[src/rtl/cla_pkg.sv]
// Shared types and helpers for the pipelined carry-lookahead adder.
// No logic and no state. Nothing here sits on the data path.
// No handshake of its own.
package cla_pkg;

    typedef enum logic {
        ADD = 1'b0,
        SUB = 1'b1
    } op_e;

    function automatic int cla_stages(input int width, input int block);
        return width / block;
    endfunction

endpackage

[src/rtl/cla_block.sv]
// Combinational N-bit carry-lookahead group with carry-into-MSB for overflow.
// Latency: 0 cycles. This is purely combinational.
// Backpressure: none. The enclosing pipeline stage registers the outputs.
module cla_block #(
    parameter int N = 8
) (
    input  logic [N-1:0] a,
    input  logic [N-1:0] b,
    input  logic         cin,
    output logic [N-1:0] sum,
    output logic         cout,
    output logic         c_msb
);

    logic [N-1:0] w_g;
    logic [N-1:0] w_p;
    logic [N:0]   w_c;

    assign w_g = a & b;
    assign w_p = a ^ b;

    // Each carry is a flat sum of products over g/p and cin, so no carry depends on another.
    always_comb begin
        logic acc;
        logic prop;
        acc    = 1'b0;
        prop   = 1'b0;
        w_c    = '0;
        w_c[0] = cin;
        for (int i = 0; i < N; i++) begin
            acc  = w_g[i];
            prop = w_p[i];
            for (int j = i - 1; j >= 0; j--) begin
                acc  = acc | (prop & w_g[j]);
                prop = prop & w_p[j];
            end
            acc      = acc | (prop & cin);
            w_c[i+1] = acc;
        end
    end

    assign sum   = w_p ^ w_c[N-1:0];
    assign cout  = w_c[N];
    assign c_msb = w_c[N-1];

endmodule

[src/rtl/pipelined_cla_adder.sv]
// Pipelined add/subtract that resolves one BLOCK-bit chunk per stage, with carry, overflow and zero flags.
// Latency: STAGES cycles from accept to out_valid. Throughput is one result per cycle.
// Backpressure: the whole pipe holds when out_valid & !out_ready, and in_ready drops in the same cycle.
module pipelined_cla_adder
    import cla_pkg::*;
#(
    parameter int WIDTH = 32,
    parameter int BLOCK = 8
) (
    input  logic             clk,
    input  logic             rst_n,
    input  logic             in_valid,
    output logic             in_ready,
    input  logic [WIDTH-1:0] A,
    input  logic [WIDTH-1:0] B,
    input  logic             CIN,
    input  op_e              OP,
    output logic             out_valid,
    input  logic             out_ready,
    output logic [WIDTH-1:0] result,
    output logic             cout,
    output logic             ovf,
    output logic             zero
);

    localparam int STAGES = cla_stages(WIDTH, BLOCK);

    if (BLOCK < 1 || (WIDTH % BLOCK) != 0) begin : g_bad_cfg
        $error("pipelined_cla_adder: WIDTH must be a non-zero multiple of BLOCK");
    end

    logic w_adv;
    assign w_adv    = !out_valid || out_ready;
    assign in_ready = w_adv;

    // Stage 0 works directly on the ports. B is inverted and the carry forced to 1 for SUB.
    logic [WIDTH-1:0] w0_b;
    logic             w0_cin;
    logic [BLOCK-1:0] w0_s;
    logic             w0_co;
    logic             w0_cm;

    assign w0_b   = (OP == SUB) ? ~B : B;
    assign w0_cin = (OP == SUB) ? 1'b1 : CIN;

    cla_block #(.N(BLOCK)) u_blk0 (
        .a     (A[BLOCK-1:0]),
        .b     (w0_b[BLOCK-1:0]),
        .cin   (w0_cin),
        .sum   (w0_s),
        .cout  (w0_co),
        .c_msb (w0_cm)
    );

    logic [WIDTH-1:0] w_l_sum;
    logic             w_l_co;
    logic             w_l_cm;
    logic             w_l_v;

    if (STAGES == 1) begin : g_one
        assign w_l_sum = w0_s;
        assign w_l_co  = w0_co;
        assign w_l_cm  = w0_cm;
        assign w_l_v   = in_valid;
    end else begin : g_multi
        // Stage k holds the unresolved upper operand bits, the resolved low sum and the carry out of chunk k-1.
        for (genvar k = 1; k < STAGES; k++) begin : g_stg
            localparam int LO = k * BLOCK;
            localparam int UW = WIDTH - LO;

            logic             r_v;
            logic             r_c;
            logic [UW-1:0]    r_a;
            logic [UW-1:0]    r_b;
            logic [LO-1:0]    r_s;
            logic             w_pv;
            logic             w_pc;
            logic [UW-1:0]    w_pa;
            logic [UW-1:0]    w_pb;
            logic [LO-1:0]    w_ps;
            logic [BLOCK-1:0] w_s;
            logic             w_co;
            logic             w_cm;
            logic [LO+BLOCK-1:0] w_so;

            if (k == 1) begin : g_src
                assign w_pv = in_valid;
                assign w_pc = w0_co;
                assign w_pa = A[WIDTH-1:BLOCK];
                assign w_pb = w0_b[WIDTH-1:BLOCK];
                assign w_ps = w0_s;
            end else begin : g_src
                assign w_pv = g_stg[k-1].r_v;
                assign w_pc = g_stg[k-1].w_co;
                assign w_pa = g_stg[k-1].r_a[UW+BLOCK-1:BLOCK];
                assign w_pb = g_stg[k-1].r_b[UW+BLOCK-1:BLOCK];
                assign w_ps = g_stg[k-1].w_so;
            end

            always_ff @(posedge clk or negedge rst_n) begin
                if (!rst_n) begin
                    r_v <= 1'b0;
                    r_c <= 1'b0;
                    r_a <= '0;
                    r_b <= '0;
                    r_s <= '0;
                end else if (w_adv) begin
                    r_v <= w_pv;
                    if (w_pv) begin
                        r_c <= w_pc;
                        r_a <= w_pa;
                        r_b <= w_pb;
                        r_s <= w_ps;
                    end
                end
            end

            cla_block #(.N(BLOCK)) u_blk (
                .a     (r_a[BLOCK-1:0]),
                .b     (r_b[BLOCK-1:0]),
                .cin   (r_c),
                .sum   (w_s),
                .cout  (w_co),
                .c_msb (w_cm)
            );

            assign w_so = {w_s, r_s};
        end

        assign w_l_sum = g_stg[STAGES-1].w_so;
        assign w_l_co  = g_stg[STAGES-1].w_co;
        assign w_l_cm  = g_stg[STAGES-1].w_cm;
        assign w_l_v   = g_stg[STAGES-1].r_v;
    end

    // Flags are taken from the last chunk's carries and registered together with the result.
    always_ff @(posedge clk or negedge rst_n) begin
        if (!rst_n) begin
            out_valid <= 1'b0;
            result    <= '0;
            cout      <= 1'b0;
            ovf       <= 1'b0;
            zero      <= 1'b0;
        end else if (w_adv) begin
            out_valid <= w_l_v;
            if (w_l_v) begin
                result <= w_l_sum;
                cout   <= w_l_co;
                ovf    <= w_l_co ^ w_l_cm;
                zero   <= ~|w_l_sum;
            end
        end
    end

endmodule

[config.mk]
export PLATFORM = sky130hd
export DESIGN_NAME = pipelined_cla_adder
export DESIGN_NICKNAME = d
export VERILOG_FILES = /design/src/rtl/cla_pkg.sv /design/src/rtl/cla_block.sv /design/src/rtl/pipelined_cla_adder.sv
export SDC_FILE = /design/constraint.sdc
export NUM_CORES = 1
export LEC_CHECK = 0
export CAP_MARGIN = 30
export CORE_ASPECT_RATIO = 2
export CORE_UTILIZATION = 35
export DETAILED_ROUTE_END_ITERATION = 10
export GPL_TIMING_DRIVEN = 0
export PLACE_DENSITY = 0.53
export REMOVE_ABC_BUFFERS = 1
export SLEW_MARGIN = 20
export SYNTH_ARGS = -nofsm -noshare
export SYNTH_HDL_FRONTEND = slang
export SYNTH_SLANG_ARGS = --single-unit
[constraint.sdc]
create_clock -name clk -period 3 [get_ports clk]
set_clock_uncertainty 0.05 [all_clocks]
set_input_delay 0.45 -clock clk [delete_from_list [all_inputs] [get_ports clk]]
set_output_delay 0.45 -clock clk [all_outputs]
set_load 0.1 [all_outputs]
==> flow_summary.yaml, run 1 <==
# generated from flow reports
logic_synthesis:
  ys_sh_simple_pct: 6.20
  synth.logic.top_family: "multiplexers"
  synth.area.top_cells: "dfrtp_1 (56%), mux2_2 (14%), ha_1 (5.0%)"
  common_cells: "dfrtp_1 (186), mux2_2 (105), nand2_1 (74)"
  synth_cell_type_count: 46
  syn_area_per_cell_sq_um: 12.7
  synth_dominant_cell_count: "dfrtp_1"
  synth_flops: 186
  synth-cells-yosys: 653
  top_cell_area_share_pct: 56.3
  ys_sh_aoi_pct: 6.81
  synth_seq_share_pct: 56.3
  ff_type: "dfrtp_1"
final_layout:
  drive_above_1_share_pct: 20.4
  layout_top_cells: "dfrtp_1 (186), mux2_2 (105), clkdlybuf4s50_1 (104), nand2_1 (71), o21ai_0 (47)"
  nNonClkInverters: 13
  final_area_sq_um: 10300
  logic_gates: 426
  buf_share_pct: 11.9
  nClkBuffers: 18
  top_area_cell_class: "sequential cells"
  sh_seq_area_pct: 45.0
  flop_area_sq_um: 4650
  clock_area_share_pct: 5.82
  signal_buffers: 113
  reg_top3: "g_multi.g_stg.r_a x48, g_multi.g_stg.r_b x48, g_multi.g_stg.r_s x48"
  nets: 864
  area_growth_pct: 25.1
critical_path:
  cp-start-kind: "input pin"
  worst-path-stages: 4
  worst-path-max-fanout: 6
  crit_family: "buffers and inverters"
  crit_path_end: "in_ready"
  cp_data_arrival_time_ns: 2.35
  crit_type: "input pin to primary output"
route:
  detail-route-antenna-nets: 0
  top_layer_used: "met4"
  drc: 0
  wl_met2_um: 9760
  dr.pass1.iters: 4
  wl_met1_um: 6380
final_timing:
  finalCriticalPeriod_ns: 2.85
  hold_slack_ns: -0.0349
  max_freq_mhz: 350
  rsz0062_at_grt: "false"
  worst_slew_pin_slew_ns: 1.01
  fin_tns_setup_ns: 0
  hold_viol: 10
  relSlewSlack_pct: 32.7
  fin_crit_sh_pct: 95.2
  setup_viol: 0
place:
  place_inst: 1021
  port_buffers: 106
  dpl_cell_area_sq_um: 9740
outcome:
  outcome: "finished, violations left"
  violations: "hold timing"
clocking:
  cts_setup_buffers: 0
  cts_buffers: 17
  cts.path.max_buffers: 2
  cts_resized: 0
global_route:
  grt-ovfl-total: 0
  use_met3_pct: 2.26
  grt_pass1_vias: 5488
  use_met1_pct: 15.2
  grt_start_max_net_pins: 97
power:
  total_power_mw: 12.5
  p_sw_share_pct: 41.7
  vdd_drop_max_mv: 0.981
  p_int_mw: 7.26
flow_run:
  warnings: 26
  max-cap-violations: 0
die:
  fp.dieH_um: 219
  die_w_um: 111
  dieArea_sq_um: 24300
hold_path:
  min_path_type: "input pin to async pin"
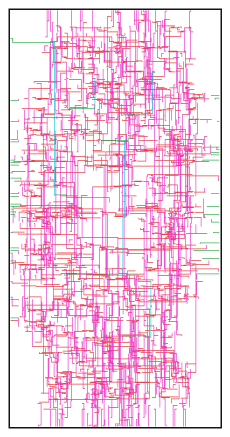
(run_1/wires.png)
- green: metal 3 (wire length 362 um)
- magenta: metal 2 (wire length 9760 um)
- red: metal 1 (wire length 6380 um)
- cyan: metal 4 (wire length 273 um)
WL/cell: 15.9 um
drt total wl: 16800 um
gr usage total: 14.7%
Via Count: 5139

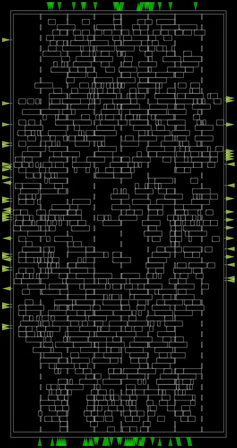
(run_1/placement.png)
num tapcells: 283
Filler cells: 2103
Seq cells: 186
fin cells: 1053
FP Rows: 79

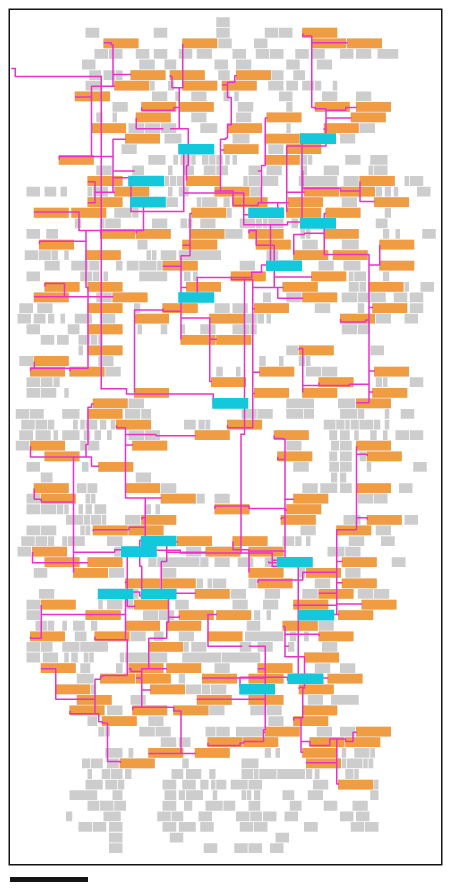
(run_1/clk_routes.png)
The bar under the picture is 20 um long.
- cyan: clock drivers (count 17)
- orange: flip-flops (count 186)
- magenta: clock wires (length 2220 um)
- routed clock nets: 18
P_clk: 2.28 mW
Clock power frac: 18.3%
worst-skew pair later-pin latency: 0.43 ns

==> run_1/placement_by_type.png <==
Fill, decap, tap and diode cells in grey.
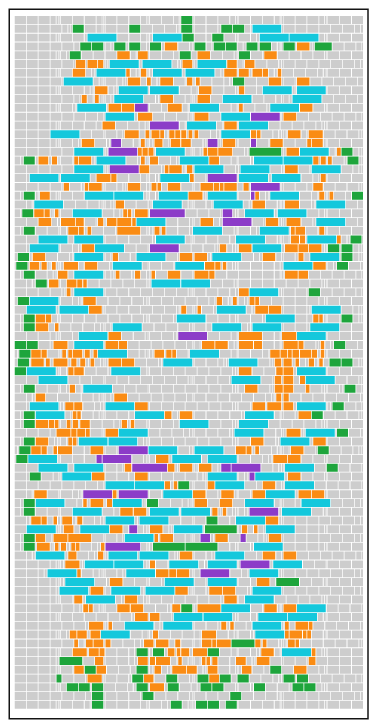

==> run 2: changes to the inputs <==
--- a/config.mk
+++ b/config.mk
@@ -10,9 +10,10 @@
 export CORE_UTILIZATION = 35
 export DETAILED_ROUTE_END_ITERATION = 10
 export GPL_TIMING_DRIVEN = 0
-export PLACE_DENSITY = 0.53
+export PLACE_DENSITY = 0.66
 export REMOVE_ABC_BUFFERS = 1
 export SLEW_MARGIN = 20
 export SYNTH_ARGS = -nofsm -noshare
 export SYNTH_HDL_FRONTEND = slang
 export SYNTH_SLANG_ARGS = --single-unit
+export TNS_END_PERCENT = 5
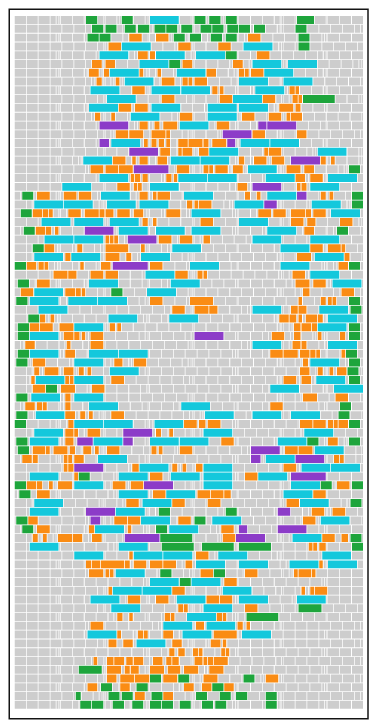
(run_2/placement_by_type.png)
Fill, decap, tap and diode cells in grey.
- purple: clock drivers and dummy loads (cells 32; share of their area 6.4%)
- green: other buffers and delay cells (cells 115; share of their area 13%)
- orange: combinational and other logic (cells 439; share of their area 35%)
- cyan: flops (cells 186; share of their area 46%)

==> flow_summary.yaml, run 2 <==
# generated from flow reports
outcome:
  outcome: "finished clean"
critical_path:
  cp_data_arrival_time_ns: 2.38
  worst-path-stages: 4
  cp-start-kind: "input pin"
  crit_family: "buffers and inverters"
  worst-path-max-fanout: 6
final_layout:
  logic_gates: 426
  final_cells: 1055
  clock_area_share_pct: 6.21
  nNonClkInverters: 13
  top_area_cell_class: "sequential cells"
  final_area_sq_um: 10400
  drive_above_1_share_pct: 20.6
  nClkBuffers: 18
  sh_seq_area_pct: 44.6
  fill_cells: 2110
  reg_top3: "g_multi.g_stg.r_a x48, g_multi.g_stg.r_b x48, g_multi.g_stg.r_s x48"
  flop_area_sq_um: 4650
logic_synthesis:
  top_cell_area_share_pct: 56.3
  synth.area.top_cells: "dfrtp_1 (56%), mux2_2 (14%), ha_1 (5.0%)"
  synth-cells-yosys: 653
  synth_seq_share_pct: 56.3
  synth_cell_type_count: 46
  synth_flops: 186
  ff_type: "dfrtp_1"
  common_cells: "dfrtp_1 (186), mux2_2 (105), nand2_1 (74)"
  synth.logic.top_family: "multiplexers"
  ys_sh_aoi_pct: 6.81
route:
  drc: 0
  vias: 5062
  top_layer_used: "met4"
  wire_per_inst_um: 15.2
  wl_um: 16000
  detail-route-antenna-nets: 0
  dr.pass1.iters: 3
global_route:
  grt-ovfl-total: 0
  grt_start_max_net_pins: 99
die:
  rows: 79
  fp.dieH_um: 219
  nWellTaps: 283
  dieArea_sq_um: 24300
final_timing:
  fin_crit_sh_pct: 96.1
  finalCriticalPeriod_ns: 2.88
  rsz0062_at_grt: "false"
  setup_viol: 0
  worst_slew_pin_slew_ns: 1.02
  hold_viol: 0
  relSlewSlack_pct: 31.6
  fin_tns_setup_ns: 0
hold_path:
  min_path_type: "flip-flop to flip-flop"
power:
  p_sw_share_pct: 41.5
  p_int_mw: 7.42
  clock_power_share_pct: 19.3
  p_clk_mw: 2.45
clocking:
  cts_resized: 0
  cts_buffers: 17
  cts.path.max_buffers: 2
  cts_setup_buffers: 0
flow_run:
  max-cap-violations: 0
  warnings: 26
place:
  dpl_cell_area_sq_um: 9780
  place_inst: 1022
==> run_2/wires.png <==
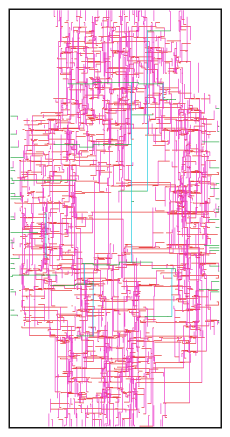

==> run 3: changes to the inputs <==
--- a/config.mk
+++ b/config.mk
@@ -8,10 +8,12 @@
 export CAP_MARGIN = 30
 export CORE_ASPECT_RATIO = 2
 export CORE_UTILIZATION = 35
+export CTS_CLUSTER_DIAMETER = 40
 export DETAILED_ROUTE_END_ITERATION = 10
 export GPL_TIMING_DRIVEN = 0
 export PLACE_DENSITY = 0.66
 export REMOVE_ABC_BUFFERS = 1
+export SKIP_CTS_REPAIR_TIMING = 1
 export SLEW_MARGIN = 20
 export SYNTH_ARGS = -nofsm -noshare
 export SYNTH_HDL_FRONTEND = slang
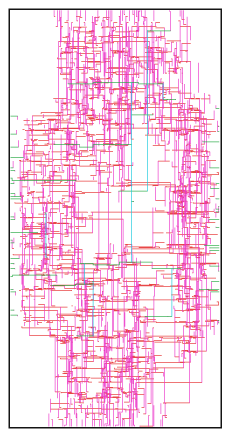
(run_3/wires.png)
gr usage total: 14.1%
WL/cell: 15.2 um

==> flow_summary.yaml, run 3 <==
# generated from flow reports
final_layout:
  flop_area_sq_um: 4650
  reg_top3: "g_multi.g_stg.r_a x48, g_multi.g_stg.r_b x48, g_multi.g_stg.r_s x48"
  mi_logic_area_sq_um: 3450
  final_cells: 1054
  clock_area_share_pct: 6.22
  nClkBuffers: 18
  drive_above_1_share_pct: 20.6
  buf_share_pct: 12.1
  sh_seq_area_pct: 44.6
  fill_cells: 2111
  final_area_sq_um: 10400
  logic_gates: 426
  top_area_cell_class: "sequential cells"
  area_growth_pct: 26.1
  nNonClkInverters: 13
critical_path:
  cp_slowest_stage_delay_ns: 1.18
  cp-start-kind: "input pin"
  worst-path-stages: 4
  crit_family: "buffers and inverters"
  cp_data_arrival_time_ns: 2.38
  worst-path-max-fanout: 6
  crit_top_cell: "clkdlybuf4s50_1"
power:
  total_power_mw: 12.7
  comb-power_mw: 5.95
  clock_power_share_pct: 19.3
  p_int_mw: 7.42
  p_sw_mw: 5.26
  seq_power_share_pct: 33.7
  p_clk_mw: 2.45
  p_sw_share_pct: 41.5
outcome:
  violations: "hold timing"
  outcome: "finished, violations left"
logic_synthesis:
  ff_type: "dfrtp_1"
  adder_share_pct: 5.96
  synth_seq_share_pct: 56.3
  synth_cell_type_count: 46
  common_cells: "dfrtp_1 (186), mux2_2 (105), nand2_1 (74)"
  synth-cells-yosys: 653
  synth_flops: 186
  synth.area.top_cells: "dfrtp_1 (56%), mux2_2 (14%), ha_1 (5.0%)"
  ys_sh_aoi_pct: 6.81
  ys_chip_area_sq_um: 8270
  synth.logic.top_family: "multiplexers"
  top_cell_area_share_pct: 56.3
  syn_inst: 653
route:
  detail-route-antenna-nets: 0
  drc: 0
  top_layer_used: "met4"
  wl_met1_um: 6030
  vias: 5060
  wl_met2_um: 9220
  wl_um: 16000
  dr.pass1.iters: 3
final_timing:
  rsz0062_at_grt: "false"
  finalCriticalPeriod_ns: 2.88
  fin_tns_setup_ns: 0
  setup_viol: 0
  hold_viol: 30
  fin_crit_sh_pct: 96.1
  hold_slack_ns: -0.0446
  worst_slew_pin_slew_ns: 1.02
  relSlewSlack_pct: 31.6
flow_run:
  max-cap-violations: 0
  warnings: 26
die:
  nWellTaps: 283
  fp.dieH_um: 219
  dieArea_sq_um: 24300
  rows: 79
clocking:
  cts_max_level: 4
  cts.path.max_buffers: 2
  cts_buffers: 17
global_route:
  grt-ovfl-total: 0
  grt_start_max_net_pins: 99
  grt_pass1_wl_um: 26400
place:
  pre_cts_ws_ns: 0.107
  place_inst: 1022
  dpl_cell_area_sq_um: 9780
hold_path:
  min_path_type: "input pin to async pin"
Power figures rest on the tool's default switching activity, not on a simulated workload.
